### src/rtl/his_ctrl_pkg.sv
// Shared types and sizing helpers for the histogram pass scheduler.
// State encoding, pass encoding and counter-width functions.
package his_ctrl_pkg;

    typedef enum logic [2:0] {
        S_IDLE   = 3'd0,
        S_CLR0   = 3'd1,
        S_COARSE = 3'd2,
        S_PEAKW  = 3'd3,
        S_CLR1   = 3'd4,
        S_FINE   = 3'd5,
        S_DONE   = 3'd6
    } state_t;

    typedef enum logic {
        PASS_COARSE = 1'b0,
        PASS_FINE   = 1'b1
    } pass_t;

    // A counter for n values never collapses below one bit.
    function automatic int cnt_w(input int n);
        return (n > 1) ? $clog2(n) : 1;
    endfunction

    function automatic int max_i(input int a, input int b);
        return (a > b) ? a : b;
    endfunction

endpackage

### src/rtl/his_nested_counter.sv
// Sample/pixel/acquisition counter chain with wrap-carry and a last-sample flag.
module his_nested_counter
    import his_ctrl_pkg::*;
#(
    parameter int DATA_NUM  = 2,
    parameter int PIXEL_NUM = 4,
    parameter int ACQ_NUM   = 16
) (
    input  logic                          clk,
    input  logic                          res,
    input  logic                          clr,
    input  logic                          inc,
    output logic [cnt_w(PIXEL_NUM)-1:0]   pix,
    output logic                          last
);

    localparam int IN_W  = cnt_w(DATA_NUM);
    localparam int PIX_W = cnt_w(PIXEL_NUM);
    localparam int ACQ_W = cnt_w(ACQ_NUM);

    logic [IN_W-1:0]  in_q;
    logic [PIX_W-1:0] pix_q;
    logic [ACQ_W-1:0] acq_q;
    logic             in_max, pix_max, acq_max;

    assign in_max  = (in_q  == IN_W'(DATA_NUM - 1));
    assign pix_max = (pix_q == PIX_W'(PIXEL_NUM - 1));
    assign acq_max = (acq_q == ACQ_W'(ACQ_NUM - 1));
    assign last    = in_max & pix_max & acq_max;
    assign pix     = pix_q;

    always_ff @(posedge clk) begin
        if (res || clr) begin
            in_q  <= '0;
            pix_q <= '0;
            acq_q <= '0;
        end else if (inc) begin
            if (in_max) begin
                in_q <= '0;
                if (pix_max) begin
                    pix_q <= '0;
                    acq_q <= acq_max ? '0 : acq_q + 1'b1;
                end else begin
                    pix_q <= pix_q + 1'b1;
                end
            end else begin
                in_q <= in_q + 1'b1;
            end
        end
    end

endmodule

### src/rtl/his_pass_scheduler.sv
// Two-pass (coarse -> fine) histogram acquisition sequencer for one histogram RAM.
// Optional peak-wait timeout and sticky err_tmo when PEAK_TIMEOUT_EN is defined.
//
// state    | meaning
// IDLE     | waiting for start
// CLR0     | clearing bin RAM before coarse pass
// COARSE   | gating samples into coarse histogram
// PEAKW    | waiting for builder peak search
// CLR1     | clearing bin RAM before fine pass
// FINE     | gating samples into fine histogram
// DONE     | one-cycle frame_done
module his_pass_scheduler
    import his_ctrl_pkg::*;
#(
    parameter int NP        = 12,
    parameter int NB        = 8,
    parameter int DATA_NUM  = 2,
    parameter int PIXEL_NUM = 4,
    parameter int ACQ_NUM   = 16,
    parameter int CLR_CYC   = 256,
    parameter int PEAK_TMO  = 1024
) (
    input  logic                         clk,
    input  logic                         res,
    input  logic                         start,
    input  logic                         abort,
    input  logic                         tdc_valid,
    input  logic [NP-1:0]                tdc_data,
    output logic                         tdc_ready,
    output logic                         his_wr_en,
    output logic [NP-1:0]                his_data,
    output logic [cnt_w(PIXEL_NUM)-1:0]  his_pixel,
    output logic                         his_pass,
    output logic                         his_clr,
    input  logic                         peak_done,
    output logic                         busy,
    output logic                         frame_done,
    output logic                         err_tmo
);

    // Clear is never shorter than one pixel's worth of bins.
    localparam int CLR_LEN = max_i(CLR_CYC, 2 ** NB);
    localparam int TMR_W   = cnt_w(max_i(CLR_LEN, PEAK_TMO));
    localparam int PIX_W   = cnt_w(PIXEL_NUM);
    localparam logic [TMR_W-1:0] CLR_LOAD = TMR_W'(CLR_LEN - 1);

    state_t            state_q, state_nxt;
    logic [TMR_W-1:0]  tmr_q, tmr_nxt;
    logic              tmr_zero, accept, last;
    logic [PIX_W-1:0]  pix_cnt;

    assign tdc_ready  = (state_q == S_COARSE) || (state_q == S_FINE);
    assign accept     = tdc_valid & tdc_ready;
    assign his_clr    = (state_q == S_CLR0) || (state_q == S_CLR1);
    assign his_pass   = ((state_q == S_CLR1) || (state_q == S_FINE) || (state_q == S_DONE))
                        ? PASS_FINE : PASS_COARSE;
    assign busy       = (state_q != S_IDLE);
    assign frame_done = (state_q == S_DONE);
    assign tmr_zero   = (tmr_q == '0);

    his_nested_counter #(
        .DATA_NUM  (DATA_NUM),
        .PIXEL_NUM (PIXEL_NUM),
        .ACQ_NUM   (ACQ_NUM)
    ) u_cnt (
        .clk  (clk),
        .res  (res),
        .clr  (~tdc_ready),
        .inc  (accept),
        .pix  (pix_cnt),
        .last (last)
    );

`ifdef PEAK_TIMEOUT_EN
    localparam logic [TMR_W-1:0] TMO_LOAD = TMR_W'(PEAK_TMO - 1);
    logic err_set, start_go, err_q;
`endif

    always_comb begin
        state_nxt = state_q;
        tmr_nxt   = tmr_q;
`ifdef PEAK_TIMEOUT_EN
        err_set   = 1'b0;
        start_go  = 1'b0;
`endif
        if (abort && (state_q != S_IDLE)) begin
            state_nxt = S_IDLE;
        end else begin
            case (state_q)
                S_IDLE: if (start && !abort) begin
                    state_nxt = S_CLR0;
                    tmr_nxt   = CLR_LOAD;
`ifdef PEAK_TIMEOUT_EN
                    start_go  = 1'b1;
`endif
                end
                S_CLR0: if (tmr_zero) state_nxt = S_COARSE;
                        else          tmr_nxt   = tmr_q - 1'b1;
                S_COARSE: if (accept && last) begin
                    state_nxt = S_PEAKW;
`ifdef PEAK_TIMEOUT_EN
                    tmr_nxt   = TMO_LOAD;
`endif
                end
                S_PEAKW: if (peak_done) begin
                    state_nxt = S_CLR1;
                    tmr_nxt   = CLR_LOAD;
                end
`ifdef PEAK_TIMEOUT_EN
                else if (tmr_zero) begin
                    state_nxt = S_IDLE;
                    err_set   = 1'b1;
                end else begin
                    tmr_nxt   = tmr_q - 1'b1;
                end
`endif
                S_CLR1: if (tmr_zero) state_nxt = S_FINE;
                        else          tmr_nxt   = tmr_q - 1'b1;
                S_FINE: if (accept && last) state_nxt = S_DONE;
                S_DONE:  state_nxt = S_IDLE;
                default: state_nxt = S_IDLE;
            endcase
        end
    end

    always_ff @(posedge clk) begin
        if (res) begin
            state_q <= S_IDLE;
            tmr_q   <= '0;
        end else begin
            state_q <= state_nxt;
            tmr_q   <= tmr_nxt;
        end
    end

    // A sample accepted on the abort cycle is dropped; one already registered still issues.
    always_ff @(posedge clk) begin
        if (res) begin
            his_wr_en <= 1'b0;
            his_data  <= '0;
            his_pixel <= '0;
        end else begin
            his_wr_en <= accept & ~abort;
            if (accept) begin
                his_data  <= tdc_data;
                his_pixel <= pix_cnt;
            end
        end
    end

`ifdef PEAK_TIMEOUT_EN
    always_ff @(posedge clk) begin
        if (res)           err_q <= 1'b0;
        else if (err_set)  err_q <= 1'b1;
        else if (start_go) err_q <= 1'b0;
    end
    assign err_tmo = err_q;
`else
    assign err_tmo = 1'b0;
`endif

endmodule

### config.mk
export PLATFORM = sky130hd
export DESIGN_NAME = his_pass_scheduler
export DESIGN_NICKNAME = d
export VERILOG_FILES = /design/src/rtl/his_ctrl_pkg.sv /design/src/rtl/his_nested_counter.sv /design/src/rtl/his_pass_scheduler.sv
export SDC_FILE = /design/constraint.sdc
export NUM_CORES = 1
export LEC_CHECK = 0
export ABC_CLOCK_PERIOD_IN_PS = 1950
export CORE_UTILIZATION = 44
export DETAILED_ROUTE_END_ITERATION = 16
export HOLD_SLACK_MARGIN = 0.03
export PLACE_DENSITY = 0.75
export SYNTH_ARGS = -nofsm -noshare
export SYNTH_HDL_FRONTEND = slang
export SYNTH_SLANG_ARGS = --single-unit
### constraint.sdc
create_clock -name clk -period 1.95 [get_ports clk]
set_clock_uncertainty 0.05 [all_clocks]
set_input_delay 0.4875 -clock clk [delete_from_list [all_inputs] [get_ports clk]]
set_output_delay 0.4875 -clock clk [all_outputs]
set_load 0.01 [all_outputs]
Fig. 1: run 1, signal wires by layer
Bar = 20 um.
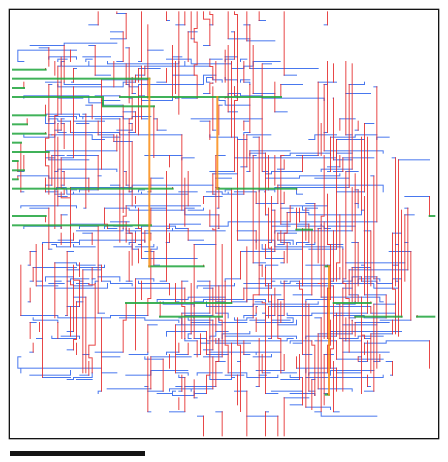
layer	colour	wire length
M4	orange	60.5 um
M1	blue	1840 um
M2	red	2110 um
M3	green	206 um

Fig. 2: run 1, cells coloured by class
Bar = 20 um. Fill, decap, tap and diode cells in grey.
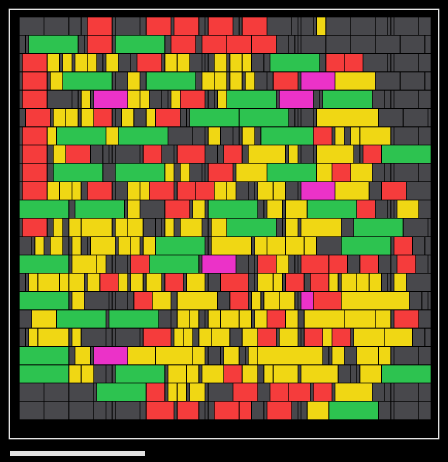
class	colour	cells
registers	green	35
remaining logic cells	yellow	156
remaining buffers and delay cells	red	73
clock drivers and dummy loads	magenta	7

==> notes.md, run 1 <==
Notes on the flow outputs.

- The run finished, with violations left.
- The checks that failed: negative setup slack.
- Per the final layout report, the fraction of cells sized above drive strength 1 comes to 0.269.
- The data arrival at the endpoint of the critical path is 2.15 ns.
- The power density over the cells is 997 nW/um2.
- The clock transition at the register clock pins on the worst setup and hold paths after CTS is 0.07 ns.
- After synthesis the netlist holds a flip-flop and latch count of 35.
- Post-synthesis, Yosys gives the total cell area as 1670 um2.
- Dividing the detail-routed wire length by the instance count gives between 10 and 15 um.
- The clock passes through at most 2 buffers.
- The fraction of synthesized cell area taken by the top area cell type is 0.420.
- The peak supply drop reads 664 uV.
- The final period demand of the worst path reads 2.03 ns.
- The final number of setup-violating endpoints reads 5.
- The count of clock tree sinks reads 35.
- The internal cell power is 1.66 mW.
- The final antenna-violating net count is 0.
- Sequential power for this build is approximately 0.85 mW.
- Per the cell usage report, the commonest logic cells after layout are 34 x sky130_fd_sc_hd__dfxtp_1, 32 x sky130_fd_sc_hd__clkdlybuf4s50_1, 31 x sky130_fd_sc_hd__buf_4.
- The prevailing post-synth register cell reads sky130_fd_sc_hd__dfxtp_1.
- In the post-route analysis, the smallest setup slack over all paths is -0.0774 ns.
- In this run, power in combinational logic comes to around 1.2 mW.
- The yosys stat cell total reads 203.
- The delay of the slowest critical-path stage reads 0.49 ns.
- The antenna diode count reads 0.
- Counting tap cells, the placed design contains a total of 304 instances.
- The initial core utilization is 0.456.
- The source of the critical timing path is tmr_q[0]$_SDFFE_PP0P_.
- The post-synthesis cell type count is 43.
- Of the total power, the share spent switching nets is 0.348.
- The standard cell core area reads 3660 um2.
- The number of CTS-inserted buffers is 5.
- Total global-route track usage over all layers is 0.225.
- The critical path class reads flop to flop.
- The average footprint of a synthesized cell reads 8.22 um2.
- Per the synthesis report, the XOR/XNOR share of the synthesized area is 0.0420.
- The library cell occupying the most area in the post-synthesis netlist reads sky130_fd_sc_hd__dfxtp_1.
- The post-synthesis async set-or-reset flop share reads 0.
- The register-to-register setup slack reads -0.08 ns.
- The required arrival time at the worst endpoint reads just over 2 ns.
- The tally of OpenROAD warnings reads 29.
- The routability congestion estimate from global placement is 0.786.
- The library cell contributing the largest single delay on the critical path reads sky130_fd_sc_hd__or4b_4.
- Setup repair after global routing could not meet its margin everywhere.
- The total of warnings raised by yosys is 0.
- After detailed routing, the number of vias per cell comes to ~5.2.
- The number of buffer and inverter instances along the worst setup path reads 3.
- Looking at hold timing, the worst path starts from his_pixel[0]$_SDFFE_PP0P_.
- The die extent in x reads ~64 um.
- The area added between synthesis and finish is 53.6%.
- The final-layout setup total negative slack is -0.243 ns.
- The clock H-tree reported by CTS has 2 levels.
- The area fraction in and, or, nand and nor cells reads 0.270.
- On the critical path the largest part of the delay comes from simple AND/OR/NAND/NOR gates.
- The total iterations of the first detailed-routing run reads 4.
- Among logic cells in the layout, the one with the most instances is sky130_fd_sc_hd__dfxtp_1.
- The detailed-route DRC error count is 0.
- The first-pass GRT wire length reads 6.91 mm.
- The count of fill cells added during filler insertion is ~300.
- Counting every instance in the synthesized netlist gives 203.
- The depth of the critical timing path with buffers and inverters included is 9.
- The routed design has 4.22 mm of wire.
- The capturing instance or port of the critical path is tmr_q[3]$_SDFFE_PP0P_.
- The total count of hold-check failures in the final report is 0.
- The net switching component of the power is roughly 0.89 mW.
- The report shows a maximum critical-path fanout of 7.
- The total non-filler cell area in the finished layout is 2560 um2.
- The clock network power share is 0.206.
- The cell area after synthesis is 1670 um2.
- The die height reads about 64 um.
- The initial antenna violation count is 0.
- Across all hold checks on the routed design, the worst slack comes to 0.404 ns.
- Per the layout area report, the register area comes to 702 um2.
- The number of global-route vias before repair is 1544.
- The die outline area is 4040 um2.
- The total of buffers placed on input and output ports reads 37.
- The worst flop-to-flop path startpoint reads tmr_q[0]$_SDFFE_PP0P_.
- The endpoint identified for the worst register-to-register timing path is tmr_q[3]$_SDFFE_PP0P_.
- Of the combinational cells, the family taking the most area is simple AND/OR/NAND/NOR gates.
- The worst hold path depth is 2.
- The number of enable flip-flop cells reads 0.
- The endpoint of the worst hold path is reported as his_pixel[0]$_SDFFE_PP0P_.
- In this run the worst hold path is classified as flop to flop.
- The worst setup path is launched from a flop.
- The via total after detailed routing reads 1670.
Fig. 3: run 1, cell placement
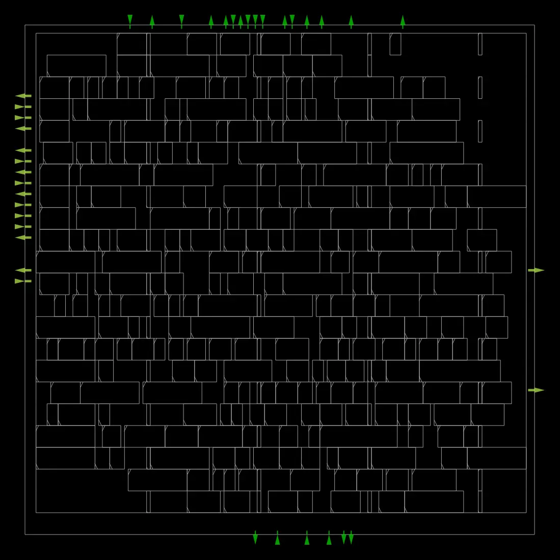
layout sequential cell count: 35
number of core rows: 22

Fig. 4: run 1, register map, names as in the netlist
Bar = 20 um. Other sequential cells in the stronger grey, the rest of the logic in the fainter grey.
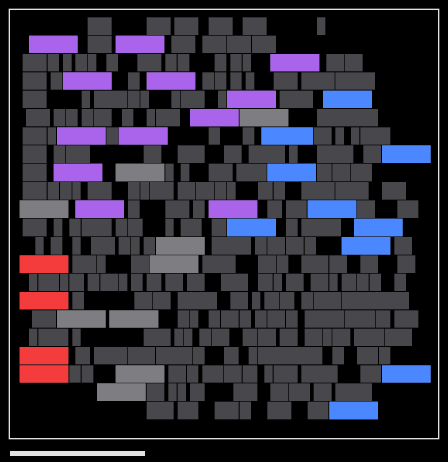
signal	colour	placed flops
`tmr_q`	blue	10
`u_cnt.acq_q`	red	4
`his_data`	purple	12

==> run 1: synthesized netlist by cell type (all sizes together) (2+ instances only) <==
library cell,instances
nand2,22
xor2,2
o21ai,5
nor2,14
xnor2,6
buf,3
or4,3
nand2b,4
inv,6
a211oi,4
mux2i,3
a21oi,29
nand3,17
a311oi,2
clkbuf,9
or3,6
a2111oi,3
ha,3
dfxtp,35
nand3b,3
nor3,7
==> run 1: state kept, by name, summed over array words and instances (netlist names) <==
name and count:
his_data 12, his_pixel 2, his_wr_en 1, state_q 3, tmr_q 10, u_cnt.acq_q 4
u_cnt.in_max 1, u_cnt.pix 2
==> run 1: area by class of cell <==
type	instances	share of cell area
Multi-Input combinational cell	150	0.405
Sequential cell	35	0.274
Timing Repair Buffer	73	0.255
Clock buffer	6	0.0322
Tap cell	48	0.0234
Inverter	6	0.00878
Clock inverter	1	0.00195
==> run 1: cell families (layout without fill, tap and decap cells) <==
family,Yosys count,count (layout)
and+or+nand+nor,85,85
AOI/OAI and AO/OA,49,49
DFF,35,35
buffers and inverters,18,86
xor gates and xnor gates,8,8
muxes,4,4
adders and majority gates,3,3
other,1,1
==> run 1: layer usage <==
| metal | global-route usage | part of all wire | vias up |
|---|---|---|---|
| met3 | 0.0924 | 0.049 | 6 |
| li1 | - | - | 852 |
| met4 | 0.0994 | 0.014 | 0 |
| met1 | 0.259 | 0.44 | 778 |
| met5 | 0 | 0 | - |
| met2 | 0.360 | 0.50 | 34 |
==> run 1: repair_timing <==
| item | CTS | global route |
|---|---|---|
| hold buffers | 0 | 0 |
| setup endpoints to repair | 15 | 14 |
| buffers inserted | 2 | 6 |
| pin swaps | 6 | 11 |
| endpoints found under the hold margin | 0 | 0 |
| gates resized | 22 | 23 |
==> run 2: changes to the inputs <==
Settings changed: HOLD_SLACK_MARGIN 0.03 to not set.
Fig. 5: run 2, logic cells by family
Bar = 20 um.
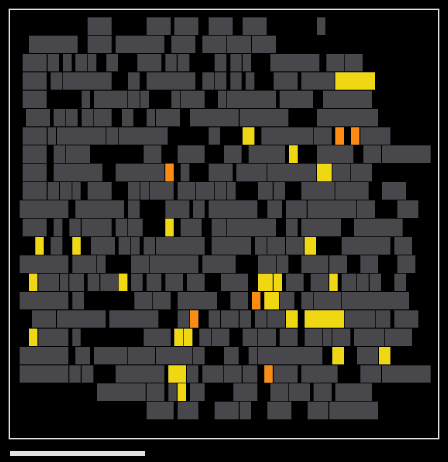
family	colour	cells
nor cells	yellow	23
inv cells	orange	6

Fig. 6: run 2, cells coloured by class
Bar = 20 um. Fill, decap, tap and diode cells in grey.
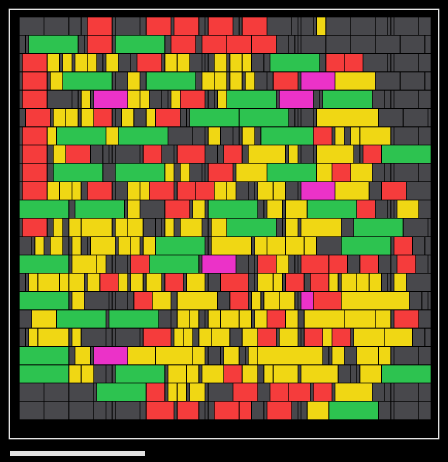
class	colour	cells
remaining buffers and delay cells	red	73
remaining logic cells	yellow	156
clock drivers and dummy loads	magenta	7
registers	green	35

==> run 2 against run 1 <==
Net effect:
- the run still ends with negative setup slack left
- largest power group unchanged
- flip-flop count did not move
- register-to-register slack hardly changed
- highest routed layer unchanged
- sequential share of layout area did not move
- critical endpoint unchanged
- routed wire length is the same
- area after synthesis stayed put
- cell area is the same
- die size unchanged
- count of clock-buffer cells in the layout is the same
- cell count is the same
==> notes.md, run 2 <==
Notes on the flow outputs.

- The largest register by flop count reads his_data (unchanged).
- The flip-flop and latch count was 35 (unchanged).
- The top fanout value on the critical path is 7 (unchanged).
- The dominant kind of cell is combinational gates (unchanged).
- The number of buffer and inverter instances along the worst setup path is 3 (unchanged).
- Outcome: finished with violations (unchanged).
- The required arrival time at the worst endpoint is 2.07 ns (about the same).
- The detailed-route DRC error count is 0 (unchanged).
- The routability congestion estimate from global placement reads 0.786 (unchanged).
- The part of the power in combinational logic reads 0.459 (about the same).
- The final antenna-violating net count is 0 (unchanged).
- The total of buffers placed on input and output ports was 37 (unchanged).
- The worst setup slack after placement reads -0.513 ns (unchanged).
- The number of enable flip-flop cells is 0 (unchanged).
- The internal cell power is 1.66 mW (unchanged).
- The total of warnings raised by yosys reads 0 (unchanged).
- The cell at the root of the clock tree reads sky130_fd_sc_hd__clkbuf_8 (unchanged).
- The count of fill cells added during filler insertion reads 302 (unchanged).
- The number of clock buffers in the layout is 6 (unchanged).
- The average footprint of a synthesized cell reads 8.22 um2 (unchanged).
- The initial antenna violation count reads 0 (unchanged).
- The net switching component of the power reads 0.890 mW (unchanged).
- The area figure in the yosys stat output was 1670 um2 (unchanged).
- The cell count after synthesis reads 203 (unchanged).
- The count of state elements after synthesis came to 35 (unchanged).
- The maximum root-to-sink buffer count is 2 (unchanged).
- The register share of the cell area is 0.274 (unchanged).
- The TritonCTS clock tree is yes (unchanged).
- The number of core rows is 22 (unchanged).
- The cell area after synthesis is 1670 um2 (unchanged).
- The die extent in x is 63.6 um (unchanged).
- The sequential group share of total power is 0.334 (about the same).
- The data arrival at the endpoint of the critical path is 2.15 ns (about the same).
- The max-capacitance violation count reads 0 (unchanged).
- The library cell contributing the largest single delay on the critical path was sky130_fd_sc_hd__or4b_4 (unchanged).
- The initial core utilization came to 0.456 (unchanged).
- The final tally of max-slew violations is 0 (unchanged).
- The cell area after placement came to 2280 um2 (unchanged).
- The fraction of layout instances using a drive strength above 1 reads 0.269 (unchanged).
- The final period demand of the worst path came to 2.03 ns (unchanged).
- The fraction of synthesized cell area taken by the top area cell type is 0.420 (unchanged).
- The fraction of area in multi-input gates reads 0.405 (unchanged).
- The global-route met3 utilization reads 0.0924 (unchanged).
- The share of total power consumed by net switching reads 0.348 (unchanged).
- The net total in the final layout came to 292 (unchanged).
- The tap cell count was 48 (unchanged).
- The number of DRC violations after detailed-routing iteration 0 reads 70 (unchanged).
- The fraction of area in clock buffers and inverters came to 0.0342 (unchanged).
- Top Registers: his_data: 12 flops, tmr_q: 10 flops, u_cnt.acq_q: 4 flops (unchanged).
- The instance count after placement with tap cells included was 304 (unchanged).
- Cell-by-cell listing of the critical path: inv_2, ha_4, or4b_4, nor3_4, buf_4, buf_6, a21oi_4, a211oi_2, nor3_1 (unchanged).
- The clock network power share was 0.206 (about the same).
- The number of global-route vias before repair is 1544 (unchanged).
- The share of the clock period used by the worst path after layout was 1.04 (unchanged).
- The non-clock buffer share of cell area is 0.255 (unchanged).
- The prevailing post-synth register cell reads sky130_fd_sc_hd__dfxtp_1 (unchanged).
- The portion of the post-synthesis area used by sequential elements is 0.420 (unchanged).
- The number of levels in the clock H-tree is 2 (unchanged).
- The estimated wirelength of the detail-placed design was 2.82 mm (unchanged).
- Violated checks: negative setup slack (unchanged).
- The library cell occupying the most area in the post-synthesis netlist reads sky130_fd_sc_hd__dfxtp_1 (unchanged).
- The number of flip-flops under the largest register name is 12 (unchanged).
- The final-layout setup total negative slack came to -0.243 ns (unchanged).
- The total detailed-routing wirelength is 4.22 mm (unchanged).
- The class of the tightest hold or removal check reads flop to flop (unchanged).
- The post-synthesis async set-or-reset flop share is 0 (unchanged).
- The antenna diode count was 0 (unchanged).
- The nature of the critical path endpoint reads a flop (unchanged).
- The total routing resource utilization after global routing is 0.225 (unchanged).
- The post-synthesis cell type count is 43 (unchanged).
- The die height reads 63.6 um (unchanged).
- The type of element launching the critical path reads a flop (unchanged).
- The power density over the cells reads 997 nW/um2 (unchanged).
- The delay of the slowest critical-path stage reads 0.49 ns (about the same).
- The total count of hold-check failures in the final report is 0 (unchanged).
- The standard cell core area is 3660 um2 (unchanged).
- The net count after synthesis came to 224 (unchanged).
- The peak supply drop was 664 uV (unchanged).
- The first-pass GRT wire length is 6.91 mm (unchanged).
- The share of the core filled with cells is 0.700 (unchanged).
- The leakage power of the design came to 0.928 nW (unchanged).
- The I/O pin count is 39 (unchanged).
- The met2 track utilization from global routing reads 0.360 (unchanged).
- Post-synth top cells: 35 x sky130_fd_sc_hd__dfxtp_1, 29 x sky130_fd_sc_hd__a21oi_1, 22 x sky130_fd_sc_hd__nand2_1, 17 x sky130_fd_sc_hd__nand3_1, 14 x sky130_fd_sc_hd__nor2_1 (unchanged).
- The pin count of the biggest net entering global routing reads 26 (unchanged).
- The clock latency of the later-clocked register in the worst-skew pair is 0.29 ns (about the same).
- The area taken by flip-flops and latches is 702 um2 (unchanged).
- The final standard cell count with taps included and fillers excluded reads 319 (unchanged).
- The area added between synthesis and finish is 53.6% (unchanged).
- The clock transition at the register clock pins on the worst setup and hold paths after CTS reads 0.07 ns (about the same).
- The tally of OpenROAD warnings reads 29 (unchanged).
- The final number of setup-violating endpoints reads 5 (unchanged).
- The via total after detailed routing reads 1670 (unchanged).
- The number of CTS-inserted buffers came to 5 (unchanged).
- The most crowded layer after global routing was met2 (unchanged).
- The tightest hold margin is 0.404 ns (unchanged).
- The total iterations of the first detailed-routing run is 4 (unchanged).
- The sum of overflow across all layers after global routing is 0 (unchanged).
- The total non-filler cell area in the finished layout is 2560 um2 (unchanged).
- The met1 usage is 0.259 (unchanged).
- Top cells by area in the synthesized netlist: sky130_fd_sc_hd__dfxtp_1 42%, sky130_fd_sc_hd__a21oi_1 8.7%, sky130_fd_sc_hd__nand3_1 5.1%, sky130_fd_sc_hd__nand2_1 4.9%, sky130_fd_sc_hd__nor2_1 3.1% (unchanged).
- The highest clock frequency the design can meet is 493 MHz (unchanged).
- The logic area is 1040 um2 (unchanged).
- The kind of cell with the highest combined delay on the critical path reads simple AND/OR/NAND/NOR gates (unchanged).
- The power consumption reads 2.55 mW (unchanged).
- The average routed wire per standard cell reads 13.2 um (unchanged).
- The most frequent cell after synthesis is sky130_fd_sc_hd__dfxtp_1 (unchanged).
- The count of clock tree sinks is 35 (unchanged).
- The post-layout worst setup margin was -0.0774 ns (unchanged).
- The number of logic gates is 150 (unchanged).
- The critical path class reads flop to flop (unchanged).
- Commonest cells after routing, fill and taps aside: 34 x sky130_fd_sc_hd__dfxtp_1, 32 x sky130_fd_sc_hd__clkdlybuf4s50_1, 31 x sky130_fd_sc_hd__buf_4 (unchanged).
- The yosys stat cell total reads 203 (unchanged).
- The die outline area came to 4040 um2 (unchanged).
- Setup repair after global routing missed its margin: yes (unchanged).
- The count of inverters not on the clock network in the layout was 6 (unchanged).
- The layout buffer count excluding clock buffers reads 73 (unchanged).
- The commonest non-fill, non-tap cell in the layout is sky130_fd_sc_hd__dfxtp_1 (unchanged).
- The average via count per standard cell reads 5.24 (unchanged).
run 2: path summary, 6_finish.rpt:
kind,depth (start not counted),to,slack (ns),from
setup / recovery,9,tmr_q[3]$_SDFFE_PP0P_,-0.08,tmr_q[0]$_SDFFE_PP0P_
hold / removal,2,his_pixel[0]$_SDFFE_PP0P_,0.40,his_pixel[0]$_SDFFE_PP0P_
setup reg to reg,9,tmr_q[3]$_SDFFE_PP0P_,-0.08,tmr_q[0]$_SDFFE_PP0P_
hold reg to reg,2,his_pixel[0]$_SDFFE_PP0P_,0.40,his_pixel[0]$_SDFFE_PP0P_
run 2: power groups by stage:
stage	clock, mW	sequential (mW)	combinational [mW]
after floorplan	0	0.869	0.506
after global placement	0	0.857	0.863
after detailed placement	0	0.859	0.884
after CTS	0.539	0.845	0.960
after global routing	0.587	0.862	1.26
final	0.527	0.854	1.17
run 2: cells by family (layout without fill, tap and decap cells):
group | count (synthesis) | count (layout) | synth area share
compound gates | 49 | 49 | 0.175
xor+xnor | 8 | 8 | 0.0420
fa+ha+maj | 3 | 3 | 0.0225
buf+inv | 18 | 86 | 0.0435
flops | 35 | 35 | 0.420
mux | 4 | 4 | 0.0247
other cells | 1 | 1 | 0.00225
simple gates | 85 | 85 | 0.270
run 2: what timing repair did:
item	in CTS	in global routing
pin swaps	6	11
endpoints found under the setup margin	15	14
buffers inserted	2	6
hold endpoints to repair	0	0
cloned	0	0
resized	22	23
hold buffers	0	0
run 2: routing by layer:
metal  up-vias  part of all wire
met5         -                 0
met3         6             0.049
met2        34              0.50
met4         0             0.014
li1        852                 -
met1       778              0.44
Power is estimated from default activity; no workload was simulated.
